## config.mk

```make
export PLATFORM = sky130hd
export DESIGN_NAME = minisrc_ctrl_seq
export DESIGN_NICKNAME = d
export VERILOG_FILES = /design/src/rtl/minisrc_ctrl_seq.sv
export SDC_FILE = /design/constraint.sdc
export NUM_CORES = 1
export LEC_CHECK = 0
export CAP_MARGIN = 10
export CORE_ASPECT_RATIO = 1.2
export CORE_MARGIN = 2
export CORE_UTILIZATION = 41
export DETAILED_ROUTE_END_ITERATION = 16
export GPL_ROUTABILITY_DRIVEN = 0
export HOLD_SLACK_MARGIN = 0.15
export PLACE_DENSITY = 0.81
export SYNTH_ARGS = -nofsm -noshare
export SYNTH_HDL_FRONTEND = slang
export SYNTH_SLANG_ARGS = --single-unit
```

## constraint.sdc

```tcl
create_clock -name iClk -period 2.8 [get_ports iClk]
set_input_delay 0.42 -clock iClk [delete_from_list [all_inputs] [get_ports iClk]]
set_output_delay 0.42 -clock iClk [all_outputs]
set_load 0.005 [all_outputs]
```

## src/rtl/minisrc_ctrl_seq.sv

```systemverilog
// MiniSRC multi-cycle control sequencer.
// Decodes the IR opcode and sequences the datapath through
// fetch/decode/execute/memory/write-back.
// Instruction and data memory accesses stall on their ready signals.
// MUL/DIV execute runs for a configurable number of cycles.
// Retired instructions are counted.
module minisrc_ctrl_seq #(
  parameter int unsigned MULDIV_CYCLES = 4,
  parameter int unsigned CNT_W         = 32
) (
  input  logic             iClk,
  input  logic             nRst,
  input  logic [4:0]       iOpcode,
  input  logic             iZero,
  input  logic             iIMemReady,
  input  logic             iDMemReady,
  output logic             oIMemReq,
  output logic             oMemRead,
  output logic             oMemWrite,
  output logic             oIrEn,
  output logic             oRaEn,
  output logic             oRbEn,
  output logic             oRz0En,
  output logic             oRz1En,
  output logic             oRmEn,
  output logic             oRyEn,
  output logic             oPcEn,
  output logic             oPcTempEn,
  output logic             oRfWrite,
  output logic             oMbSel,
  output logic             oMincSel,
  output logic             oMpcSel,
  output logic [1:0]       oMySel,
  output logic [1:0]       oMcSel,
  output logic [3:0]       oAluCtrl,
  output logic             oHalted,
  output logic             oIllegal,
  output logic [CNT_W-1:0] oRetired
);

  localparam logic [4:0] OpLd   = 5'b00000;
  localparam logic [4:0] OpLdi  = 5'b00001;
  localparam logic [4:0] OpSt   = 5'b00010;
  localparam logic [4:0] OpAdd  = 5'b00011;
  localparam logic [4:0] OpSub  = 5'b00100;
  localparam logic [4:0] OpAnd  = 5'b00101;
  localparam logic [4:0] OpOr   = 5'b00110;
  localparam logic [4:0] OpAddi = 5'b01100;
  localparam logic [4:0] OpMul  = 5'b01111;
  localparam logic [4:0] OpDiv  = 5'b10000;
  localparam logic [4:0] OpBrzr = 5'b10010;
  localparam logic [4:0] OpJr   = 5'b10011;
  localparam logic [4:0] OpJal  = 5'b10100;
  localparam logic [4:0] OpNop  = 5'b11010;
  localparam logic [4:0] OpHalt = 5'b11011;

  localparam logic [3:0] AluAdd = 4'b0000;
  localparam logic [3:0] AluSub = 4'b0001;
  localparam logic [3:0] AluOr  = 4'b0010;
  localparam logic [3:0] AluAnd = 4'b0011;
  localparam logic [3:0] AluDiv = 4'b0100;
  localparam logic [3:0] AluMul = 4'b0101;

  // Wait counter holds MULDIV_CYCLES-2 at most; keep at least one bit.
  localparam int unsigned WaitW = (MULDIV_CYCLES > 2) ? $clog2(MULDIV_CYCLES - 1) : 1;
  localparam logic [WaitW-1:0] WaitLoad =
      (MULDIV_CYCLES >= 2) ? WaitW'(MULDIV_CYCLES - 2) : '0;

  typedef enum logic [2:0] {
    StFetch, StDecode, StExec, StExWait, StMem, StRy, StWb, StHalt
  } state_e;

  state_e           state_q, state_d;
  logic [WaitW-1:0] wait_q, wait_d;
  logic [CNT_W-1:0] retired_q, retired_d;

  // Opcode class flags.
  logic is_ld, is_ldi, is_st, is_add, is_sub, is_and, is_or, is_addi;
  logic is_mul, is_div, is_brzr, is_jr, is_jal, is_nop, is_halt, is_legal;

  // Raw (ungated) control outputs.
  logic       imem_req, mem_read, mem_write, ir_en, ra_en, rb_en, rz0_en, rz1_en;
  logic       rm_en, ry_en, pc_en, pc_temp_en, rf_write, mb_sel, minc_sel, mpc_sel;
  logic       halted, illegal, retire;
  logic [1:0] my_sel, mc_sel;
  logic [3:0] alu_ctrl, alu_rr, alu_md;

  // Opcode decode.
  always_comb begin
    is_ld    = (iOpcode == OpLd);
    is_ldi   = (iOpcode == OpLdi);
    is_st    = (iOpcode == OpSt);
    is_add   = (iOpcode == OpAdd);
    is_sub   = (iOpcode == OpSub);
    is_and   = (iOpcode == OpAnd);
    is_or    = (iOpcode == OpOr);
    is_addi  = (iOpcode == OpAddi);
    is_mul   = (iOpcode == OpMul);
    is_div   = (iOpcode == OpDiv);
    is_brzr  = (iOpcode == OpBrzr);
    is_jr    = (iOpcode == OpJr);
    is_jal   = (iOpcode == OpJal);
    is_nop   = (iOpcode == OpNop);
    is_halt  = (iOpcode == OpHalt);
    is_legal = is_ld | is_ldi | is_st | is_add | is_sub | is_and | is_or | is_addi |
               is_mul | is_div | is_brzr | is_jr | is_jal | is_nop | is_halt;
    alu_rr   = AluAdd;
    if (is_sub) alu_rr = AluSub;
    if (is_and) alu_rr = AluAnd;
    if (is_or)  alu_rr = AluOr;
    alu_md   = is_mul ? AluMul : AluDiv;
  end

  // Next-state, wait counter, retire event and raw control outputs.
  always_comb begin
    state_d    = state_q;
    wait_d     = wait_q;
    retire     = 1'b0;
    imem_req   = 1'b0;
    mem_read   = 1'b0;
    mem_write  = 1'b0;
    ir_en      = 1'b0;
    ra_en      = 1'b0;
    rb_en      = 1'b0;
    rz0_en     = 1'b0;
    rz1_en     = 1'b0;
    rm_en      = 1'b0;
    ry_en      = 1'b0;
    pc_en      = 1'b0;
    pc_temp_en = 1'b0;
    rf_write   = 1'b0;
    mb_sel     = 1'b0;
    minc_sel   = 1'b0;
    mpc_sel    = 1'b0;
    my_sel     = 2'd0;
    mc_sel     = 2'd0;
    alu_ctrl   = AluAdd;
    halted     = 1'b0;
    illegal    = 1'b0;

    unique case (state_q)
      StFetch: begin
        imem_req = 1'b1;
        if (iIMemReady) begin
          ir_en      = 1'b1;
          pc_temp_en = 1'b1;
          pc_en      = 1'b1;
          mpc_sel    = 1'b1;
          state_d    = StDecode;
        end
      end
      StDecode: begin
        ra_en = 1'b1;
        rb_en = 1'b1;
        if (is_halt) begin
          state_d = StHalt;
        end else if (is_nop || !is_legal) begin
          illegal = !is_legal;
          retire  = 1'b1;
          state_d = StFetch;
        end else begin
          state_d = StExec;
        end
      end
      StExec: begin
        if (is_add || is_sub || is_and || is_or) begin
          alu_ctrl = alu_rr;
          rz0_en   = 1'b1;
          state_d  = StRy;
        end else if (is_addi || is_ldi) begin
          mb_sel  = 1'b1;
          rz0_en  = 1'b1;
          state_d = StRy;
        end else if (is_ld || is_st) begin
          mb_sel  = 1'b1;
          rz0_en  = 1'b1;
          rm_en   = is_st;
          state_d = StMem;
        end else if (is_mul || is_div) begin
          alu_ctrl = alu_md;
          if (MULDIV_CYCLES == 32'd1) begin
            rz0_en  = 1'b1;
            rz1_en  = 1'b1;
            state_d = StRy;
          end else begin
            wait_d  = WaitLoad;
            state_d = StExWait;
          end
        end else if (is_brzr) begin
          alu_ctrl = AluSub;
          if (iZero) begin
            pc_en    = 1'b1;
            mpc_sel  = 1'b1;
            minc_sel = 1'b1;
          end
          retire  = 1'b1;
          state_d = StFetch;
        end else if (is_jr) begin
          pc_en   = 1'b1;
          retire  = 1'b1;
          state_d = StFetch;
        end else if (is_jal) begin
          pc_en   = 1'b1;
          state_d = StRy;
        end else begin
          state_d = StFetch;
        end
      end
      StExWait: begin
        alu_ctrl = alu_md;
        if (wait_q == '0) begin
          rz0_en  = 1'b1;
          rz1_en  = 1'b1;
          state_d = StRy;
        end else begin
          wait_d = wait_q - 1'b1;
        end
      end
      StMem: begin
        mem_read  = is_ld;
        mem_write = is_st;
        if (iDMemReady) begin
          if (is_st) begin
            retire  = 1'b1;
            state_d = StFetch;
          end else begin
            state_d = StRy;
          end
        end
      end
      StRy: begin
        ry_en   = 1'b1;
        my_sel  = is_ld ? 2'd2 : (is_jal ? 2'd3 : 2'd0);
        state_d = StWb;
      end
      StWb: begin
        rf_write = 1'b1;
        mc_sel   = is_jal ? 2'd2 : 2'd0;
        retire   = 1'b1;
        state_d  = StFetch;
      end
      StHalt: begin
        halted = 1'b1;
      end
      default: state_d = StFetch;
    endcase

    retired_d = retire ? (retired_q + CNT_W'(1)) : retired_q;
  end

  // State, wait counter and retire counter registers.
  always_ff @(posedge iClk or negedge nRst) begin
    if (!nRst) begin
      state_q   <= StFetch;
      wait_q    <= '0;
      retired_q <= '0;
    end else begin
      state_q   <= state_d;
      wait_q    <= wait_d;
      retired_q <= retired_d;
    end
  end

  // Outputs forced low while reset is asserted, independent of the clock.
  assign oIMemReq  = imem_req & nRst;
  assign oMemRead  = mem_read & nRst;
  assign oMemWrite = mem_write & nRst;
  assign oIrEn     = ir_en & nRst;
  assign oRaEn     = ra_en & nRst;
  assign oRbEn     = rb_en & nRst;
  assign oRz0En    = rz0_en & nRst;
  assign oRz1En    = rz1_en & nRst;
  assign oRmEn     = rm_en & nRst;
  assign oRyEn     = ry_en & nRst;
  assign oPcEn     = pc_en & nRst;
  assign oPcTempEn = pc_temp_en & nRst;
  assign oRfWrite  = rf_write & nRst;
  assign oMbSel    = mb_sel & nRst;
  assign oMincSel  = minc_sel & nRst;
  assign oMpcSel   = mpc_sel & nRst;
  assign oMySel    = nRst ? my_sel : 2'd0;
  assign oMcSel    = nRst ? mc_sel : 2'd0;
  assign oAluCtrl  = nRst ? alu_ctrl : 4'd0;
  assign oHalted   = halted & nRst;
  assign oIllegal  = illegal & nRst;
  assign oRetired  = nRst ? retired_q : '0;

endmodule

```

**The clock network**

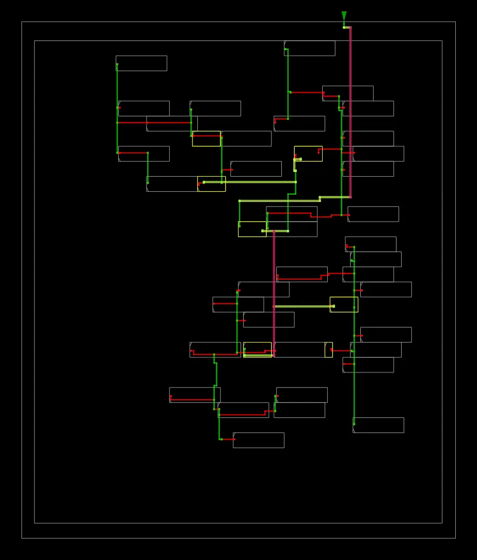
count of clock buffers in the final design: 7
number of buffers inserted during clock tree synthesis: 5
total clock sinks: 37

**Clock distribution**

Drawn at 4 px/µm.
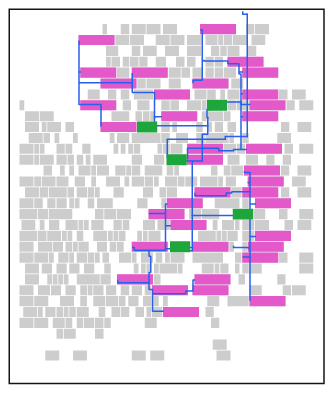
[green] clock-net drivers | count: 5
[blue] clock wires | length: 411 µm
[magenta] flip-flops | count: 37
routed clock nets: 6
Clock Latency Late Sink: 0.28 ns
Clock Power: 0.363 mW
setup skew after layout: 0.00611 ns

**M3 wires**

Drawn at 4 px/µm.
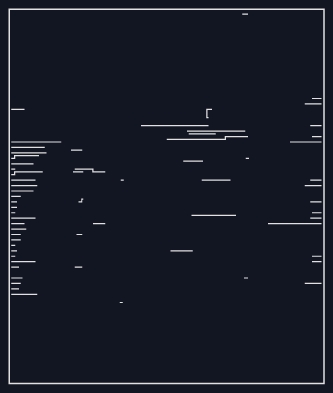
nets with wire on the layer: 54
main direction: horizontal

**Wiring by layer**

Drawn at 3 px/µm.
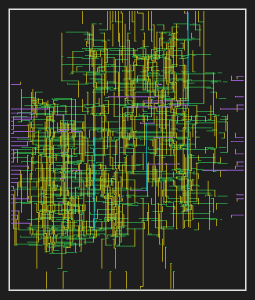
| colour | layer | wire length |
|---|---|---|
| purple | M3 | 279 µm |
| cyan | M4 | 143 µm |
| yellow | M2 | 3550 µm |
| green | M1 | 2900 µm |
via count: 2592
final wirelength: 6870 µm
global-route usage over all layers: 19.7%
average wire length per cell after detail routing: 14.1 µm

**Selected gate families**

Drawn at 3 px/µm.
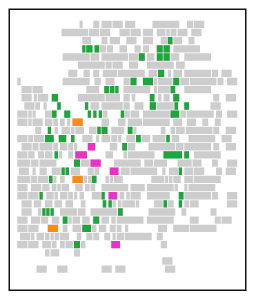
| colour | family | cells | most used |
|---|---|---|---|
| green | nand cells | 66 | nand2_1 |
| orange | mux cells | 3 | mux2i_1 |
| magenta | non-inverting ao/oa cells | 6 | a22o_1 |
most numerous logic cell after layout: sky130_fd_sc_hd__clkdlybuf4s50_1
logic gate fraction of the total cell area: 45.1%
number of standard cells in the layout, taps in and fillers out: 488

[worst max-delay path, cell delays in order]
cell and delay (ns):
sky130_fd_sc_hd__clkdlybuf4s50_1 0.45, sky130_fd_sc_hd__buf_4 0.20, sky130_fd_sc_hd__buf_4 0.16, sky130_fd_sc_hd__nor2_1 0.16, sky130_fd_sc_hd__o21ai_0 0.10, sky130_fd_sc_hd__a221oi_1 0.30, sky130_fd_sc_hd__nor3_1 0.08, sky130_fd_sc_hd__clkdlybuf4s50_1 0.45
[power by group through the flow]
stage	Combinational (mW)	Sequential, mW	Clock, mW
after floorplan	0.534	0.663	0
after global placement	0.761	0.728	0
after detailed placement	0.778	0.731	0
after CTS	0.781	0.721	0.373
after global routing	0.875	0.738	0.394
final	0.783	0.725	0.363
[area by class of cell]
cell class,count,area (µm²)
clock buffer,7,86.3
fill,579,2710
inverter,9,33.8
multi-input combinational,257,1670
sequential,37,926
tap,85,106
timing repair buffer,93,876
[worst min-delay path by stage]
stage,to,slack [ns]
finish,retired_q[1],0.14
global route,retired_q[9],0.15
CTS,retired_q[15],0.16
detailed placement,retired_q[1],0.46
global placement,retired_q[0],0.46
floorplan,retired_q[0],0.12
[logic make-up (layout without fill, tap and decap cells)]
family	Yosys count	in the layout
buf+inv	34	109
fa+ha+maj	2	2
mux	3	3
simple gates	177	177
flops	37	37
compound gates	40	40
xor+xnor	33	33
other cells	1	2
[metal layers]
metal	GRT usage, %	part of all wire [%]
met3	3.38	4.0
met1	24.1	42
met4	7.02	2.1
met2	34.8	52
met5	0	0
[registers in the layout, summed over array words and instances (netlist names)]
name	flops
retired_q	32
state_q	3
wait_q	2
==> metrics.log <==
[flow] final metrics
[metrics] number of antenna violations at the first check in global routing: 0
[metrics] maximum fanout along the worst path: 12
[metrics] hpwl dp: 5190 µm
[metrics] Required @ worst endpoint: 2.38 ns
[metrics] final instance area: 3690 µm²
[metrics] class of the worst hold path: in -> async
[metrics] end of the critical path: oIllegal
[metrics] total cell area reported by yosys after synthesis: 2720 µm²
[metrics] mux frac, synth: 1.10%
[metrics] run status: finished, final reports clean
[metrics] Hold WS: 0.144 ns
[metrics] flops & latches, synth: 37
[metrics] Die H: 93.2 µm
[metrics] part of the power in registers: 38.7%
[metrics] number of max-cap violations: 0
[metrics] post-synth cell types: 56
[metrics] EDFF count, synth: 0
[metrics] combinational power share: 41.9%
[metrics] fraction of final layout cells with drive strength greater than 1: 14.6%
[metrics] ys async rst share: 100%
[metrics] TritonCTS clock tree: done
[metrics] number of endpoints with negative hold slack in the final report: 0
[metrics] most frequently used flop master after synthesis: sky130_fd_sc_hd__dfrtp_1
[metrics] Pint: 1.17 mW
[metrics] row count: 32
[metrics] Final Cycle Share: 97.7%
[metrics] CTS root buf: sky130_fd_sc_hd__clkbuf_8
[metrics] worst path setup slack after routing: 0.0630 ns
[metrics] count of tool warnings: 27
[metrics] Design Power: 1.87 mW
[metrics] CTS hold repair buffers: 0
[metrics] Clock Path Buffers: 2
[metrics] Power Dens Cells: 507 nW/µm²
[metrics] initial cell density of the core: 42.4%
[metrics] number of cell instances on the worst register-to-register path: 6
[metrics] final antenna diode count: 0
[metrics] area growth from synthesis to layout: 36.0%
[metrics] Critical Path Source Type: input pin
[metrics] capture instance of the worst register-to-register path: retired_q[30]
[metrics] horizontal die dimension: 78.3 µm
[metrics] Post-CTS Setup Inserts: 0
[metrics] RSZ-0062 raised after global routing: yes
[metrics] area leader, netlist: sky130_fd_sc_hd__dfrtp_1
[metrics] starting DRC count in detailed routing: 127
[metrics] AO/OA Area Share: 10.1%
[metrics] register area share after synthesis: 34.1%
[metrics] # resized after CTS: 0
[metrics] worst setup timing slack at the placement stage: 0.0321 ns
[metrics] Gate Count Post-Synth: 327
[metrics] source of the critical timing path: iOpcode[3]
[metrics] # port buffers: 65
[metrics] ports placed on the boundary: 68
[metrics] Final Max-Slew Violation Tally: 0
No activity file was given, so power comes from the tool's default toggle rates.
